--- src/rtl/sdram_tg_pkg.sv ---
// Shared constants for the SDRAM traffic checker: FSM encoding, pattern codes, LFSR taps.
package sdram_tg_pkg;

  localparam int unsigned STATE_W = 3;

  localparam logic [STATE_W-1:0] ST_IDLE      = 3'd0;
  localparam logic [STATE_W-1:0] ST_WAIT_INIT = 3'd1;
  localparam logic [STATE_W-1:0] ST_WRITE     = 3'd2;
  localparam logic [STATE_W-1:0] ST_FLUSH     = 3'd3;
  localparam logic [STATE_W-1:0] ST_FILL      = 3'd4;
  localparam logic [STATE_W-1:0] ST_DRAIN     = 3'd5;
  localparam logic [STATE_W-1:0] ST_NEXT      = 3'd6;

  localparam int unsigned PATTERN_INC  = 0;
  localparam int unsigned PATTERN_LFSR = 1;

  localparam int unsigned SEED_W = 16;
  localparam int unsigned LFSR_W = 16;

  // x^16 + x^14 + x^13 + x^11 + 1, taps on bits 15, 13, 12, 10
  localparam logic [LFSR_W-1:0] LFSR_TAPS = 16'hB400;

  // Cycles to wait in FLUSH before trusting wr_fifo_num, so the final push is visible in the level
  localparam int unsigned FLUSH_SETTLE = 2;

  // One Fibonacci step: shift left, feed back XOR of the tapped bits
  function automatic logic [LFSR_W-1:0] lfsr_next(input logic [LFSR_W-1:0] s);
    return {s[LFSR_W-2:0], ^(s & LFSR_TAPS)};
  endfunction

endpackage

--- src/rtl/sdram_pattern_gen.sv ---
// Seedable pattern source: incrementing counter or 16-bit LFSR, advanced one word per strobe.
module sdram_pattern_gen
  import sdram_tg_pkg::*;
#(
  parameter int unsigned DW      = 16,
  parameter int unsigned PATTERN = PATTERN_INC
) (
  input  logic              clk_50m,
  input  logic              rst_n,
  input  logic              load,
  input  logic [SEED_W-1:0] seed,
  input  logic              advance,
  output logic [DW-1:0]     value
);

  // LFSR mode is defined only for a 16-bit datapath
  if (PATTERN == PATTERN_LFSR && DW != LFSR_W) begin : g_bad_dw
    $error("sdram_pattern_gen: PATTERN=1 requires DW=16");
  end

  // Load seeds the sequence (LFSR forced odd so it can never lock at zero); advance steps it
  always_ff @(posedge clk_50m or negedge rst_n) begin
    if (!rst_n) begin
      value <= '0;
    end else if (load) begin
      if (PATTERN == PATTERN_LFSR) value <= DW'({seed[SEED_W-2:0], 1'b1});
      else                         value <= DW'(seed);
    end else if (advance) begin
      if (PATTERN == PATTERN_LFSR) value <= DW'(lfsr_next(LFSR_W'(value)));
      else                         value <= value + DW'(1);
    end
  end

endmodule

--- config.mk ---
export PLATFORM = sky130hd
export DESIGN_NAME = sdram_pattern_gen
export DESIGN_NICKNAME = d
export VERILOG_FILES = /design/src/rtl/sdram_tg_pkg.sv /design/src/rtl/sdram_pattern_gen.sv
export SDC_FILE = /design/constraint.sdc
export NUM_CORES = 1
export LEC_CHECK = 0
export CAP_MARGIN = 5
export CORE_MARGIN = 3
export CORE_UTILIZATION = 48
export CTS_BUF_LIST = sky130_fd_sc_hd__clkbuf_2 sky130_fd_sc_hd__clkbuf_4 sky130_fd_sc_hd__clkbuf_8
export DETAILED_ROUTE_END_ITERATION = 7
export HOLD_SLACK_MARGIN = 0.12
export PLACE_DENSITY = 0.94
export SLEW_MARGIN = 20
export SYNTH_ARGS = -nofsm -noshare
export SYNTH_HDL_FRONTEND = slang
export SYNTH_SLANG_ARGS = --single-unit
export TNS_END_PERCENT = 1
--- constraint.sdc ---
create_clock -name clk_50m -period 4.15 [get_ports clk_50m]
set_input_delay 0.83 -clock clk_50m [delete_from_list [all_inputs] [get_ports clk_50m]]
set_output_delay 0.83 -clock clk_50m [all_outputs]
set_load 0.005 [all_outputs]
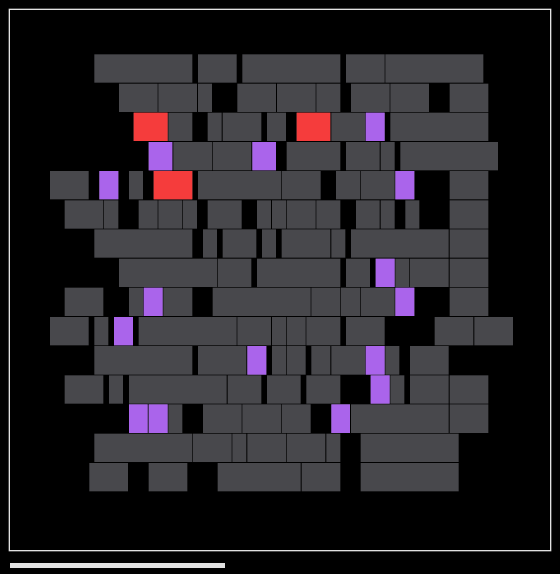
Figure 1: gate-type map.
Scale bar: 20 um.
non-inverting ao/oa cells: marked red, cells 3, most used o31a_1. aoi and oai cells: marked purple, cells 15, most used o21ai_0.
logic share of the area: 37.7%
non-filler cells in the finished layout: 158

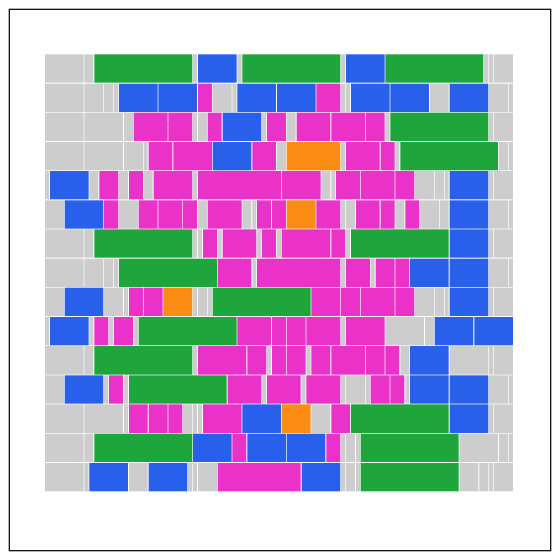
Figure 2: cell classes on the final placement.
Fill, decap, tap and diode cells in gray.
remaining buffers and delay cells: marked blue, cells 35, share of their area 27%. clock drivers and dummy loads: marked orange, cells 4, share of their area 2.8%. remaining logic cells: marked magenta, cells 78, share of their area 40%. sequential cells: marked green, cells 16, share of their area 31%.
Seq/total area: 29.9%
final core utilization: 75.0%
std cell rows: 15
fin area: 1340 um^2
core area: 1780 um^2

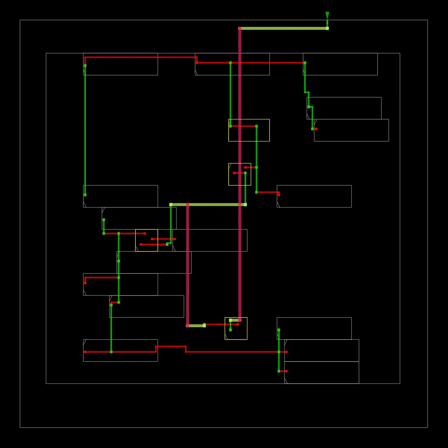
Figure 3: clock routing.
CLK BUF: 4
Clk power: 0.000105 W
flop count: 16
Late-Pin Clk Latency: 0.30 ns

==> GITHUB_STEP_SUMMARY <==
### Metrics collected by this job

| Metric | Value |
|---|---|
| Yosys synthesis chip area | approximately 940 um^2 |
| Met3 Use GR | under 10% |
| Cycle use final | approximately 53% |
| Resized Gates After CTS | 0 |
| M1 WL | slightly above 900 um |
| Worst path required time | 3.32 ns |
| Biggest register | value |
| Hold Path Depth | 2 |
| Antenna cells | 0 |
| Cell area leaders | dfrtp_1 42%, nand2_1 7.2%, xnor2_1 6.5% |
| Max_cap viols | 0 |
| Worst min-delay path class | reg2reg |
| Outcome | complete, no violations |
| PnR worst setup slack | 1.95 ns |
| Yosys warning total | 0 |
| Antenna violations before repair | 0 |
| Clk root buf | clkbuf_4 |
| Global-route wire length before repair | between 3 and 4 mm |
| CP endpoint kind | output port |
| Vias in the first global route | between 700 and 800 |
| Reg-to-reg slack, setup | roughly 2.6 ns |
| Skew final | around 0.0051 ns |
| Most used DFF post-synth | dfrtp_1 |
| Most common cell in the synthesized netlist | nand2_1 |
| Postcts setup bufs | 0 |
| Hold_sp | value[12] |
| Fmax | ~450 MHz |
| Critical Path AT | 1.37 ns |
| I/O pin cnt | 36 |
| Post-DP HPWL | 1.57 mm |
| Worst Setup SP | value[4] |
| Area leader share | between 40% and 50% |
| Met2 wire length | approximately 1.0 mm |
| Clock slew at reported path FFs | ~0.10 ns |
| Max Root-Sink Buffers | 2 |
| Total grt overflow | 0 |
| Register area share after synthesis | 42.4% |
| Post-Syn Instances | about 100 |
| Register area | 400 um^2 |
| Post-synth EDFFs | 0 |
| Ys async rst share | 100% |
| Period minus WS final | between 2 and 2.5 ns |
| Antenna Nets Post-Route | 0 |
| Die area | around 2500 um^2 |
| Relative slew slack | 37.1% |
| CTS tree | built |
| Setup WS pre-CTS | roughly 1.7 ns |
| Endpoint of the worst hold path | value[13] |
| Worst-path cell chain | clkdlybuf4s50_1 |
| Largest net degree at the start of global routing | 34 |
| CP Launch Type | flip-flop |
| Critical path capture point | value[4] |
| Flops after synth | 16 |
| Clk sink count | 16 |
| GP Congestion | a little under 0.8 |
| RR Endpoint | value[12] |
| Crit-path leading delay family | buffers and inverters |
| Biggest regs | value x16 |
| Fill cells | ~120 |
| Highest routed layer | met4 |
| Reg2reg start | value[0] |
| H-tree Lvls | 1 |
| Slew @ Worst Pin | 0.940 ns |
| Max reg flops | 16 |
| Layout area overhead | 41.8% |
| DR iter-0 viols | 21 |
| Count of final max-slew check failures | 0 |
| Synth Area per Inst | ~9.5 um^2 |
| Tool Warnings | 26 |
| Layout Nets | about 160 |
| DP Area | 1300 um^2 |
| Fp util | a little over half |
| Met3 WL | about 160 um |
| Lkg Pwr | between 0.5 and 0.6 nW |
| DRT Wirelength | approximately 2.1 mm |
| Post-placement cell count | around 150 |
| Share of cells above drive strength 1 | just under 10% |
| Post-cts hold buffer count | 0 |
| CP Buf/Inv Count | 1 |
| Overall Power | about 0.0004 W |
| DRC viols | 0 |
| Fin. Hold Viols | 0 |
| Slowest stage cell, crit path | clkdlybuf4s50_1 |
| Final setup viols | 0 |
| WHS | ~0.6 ns |
| Vias per inst | between 5 and 6 |
| Pwr Density | 298 nW/um^2 |
| Met1 Usage GRT | around 22% |
| Cells in synth_stat.txt | just under 100 |
| TritonCTS Buffers | 3 |
| Gr busiest metal | met2 |
| Top Layout Cells | 35 x clkdlybuf4s50_1, 18 x nand2_1, 16 x dfrtp_1 |
| Worst VDD drop | around 0.00020 V |
| Crit path depth | 1 |
| Most frequent logic cell in the layout | clkdlybuf4s50_1 |
| Max incr delay on CP | about 0.56 ns |
| Critical path class | reg2out |
| Synth area leader | dfrtp_1 |
| Distinct cells, synth | 28 |
| MI comb area | 504 um^2 |
| Nets at Floorplan | between 100 and 150 |
| Most common library cells after synthesis | 18 x nand2_1, 16 x dfrtp_1, 12 x o21ai_0, 7 x xnor2_1, 5 x xor2_1 |
| Critical path fanouts, max | 9 |
| Drt first pass iters | 4 |
| Area of the mapped netlist | 943 um^2 |
| Worst R2R Path Depth | 5 |
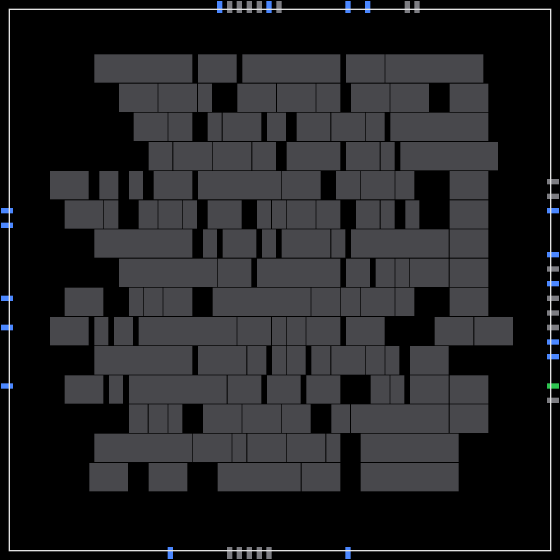
Figure 4: I/O pins on the die edge.
Pins as bars across the die edge, other pins in gray.
rst_n: marked green, pins 1, direction input, edge east. seed: marked blue, pins 16, direction input, edge 5 west, 5 east, 4 north, 2 south.
All pins by edge: 13 east, 11 north, 7 south, 5 west.
die height: 50.3 um
Port Buf Inserts: 35
die width: 50.3 um

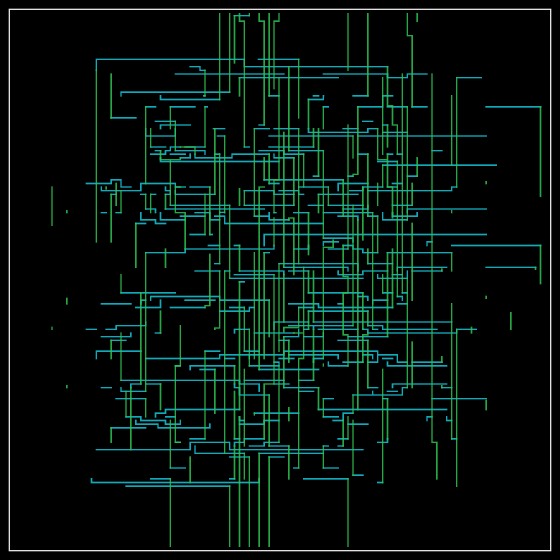
Figure 5: routed metal, one color a layer.
Two of the layers only.
M1: marked cyan, wire length 908 um. M2: marked green, wire length 1000 um.
wire per inst: 13.5 um
gr usage total: 18.2%
routed via count: 834

[where the power goes]
part	total [W]	internal, W	switching, W
combinational	0.0000967	0.0000603	0.0000364
sequential	0.000196	0.000171	0.0000247
clock	0.000105	0.0000535	0.0000519
[cells by family (layout without fill, tap and decap cells)]
group	after synthesis	after routing	share of synthesized area, %
buf+inv	9	43	4.11
mux	1	1	1.06
xor+xnor	12	12	11.1
flops	16	16	42.4
fa+ha+maj	1	1	1.33
simple gates	42	42	28.8
compound gates	18	18	11.1
[final cells by class]
class / count / share of cell area [%]
multi-input combinational: 74 / 37.7
sequential: 16 / 29.9
timing repair buffer: 35 / 26.2
clock buffer: 4 / 2.71
tap: 25 / 2.34
inverter: 4 / 1.12
No activity file was given, so power comes from the tool's default toggle rates.
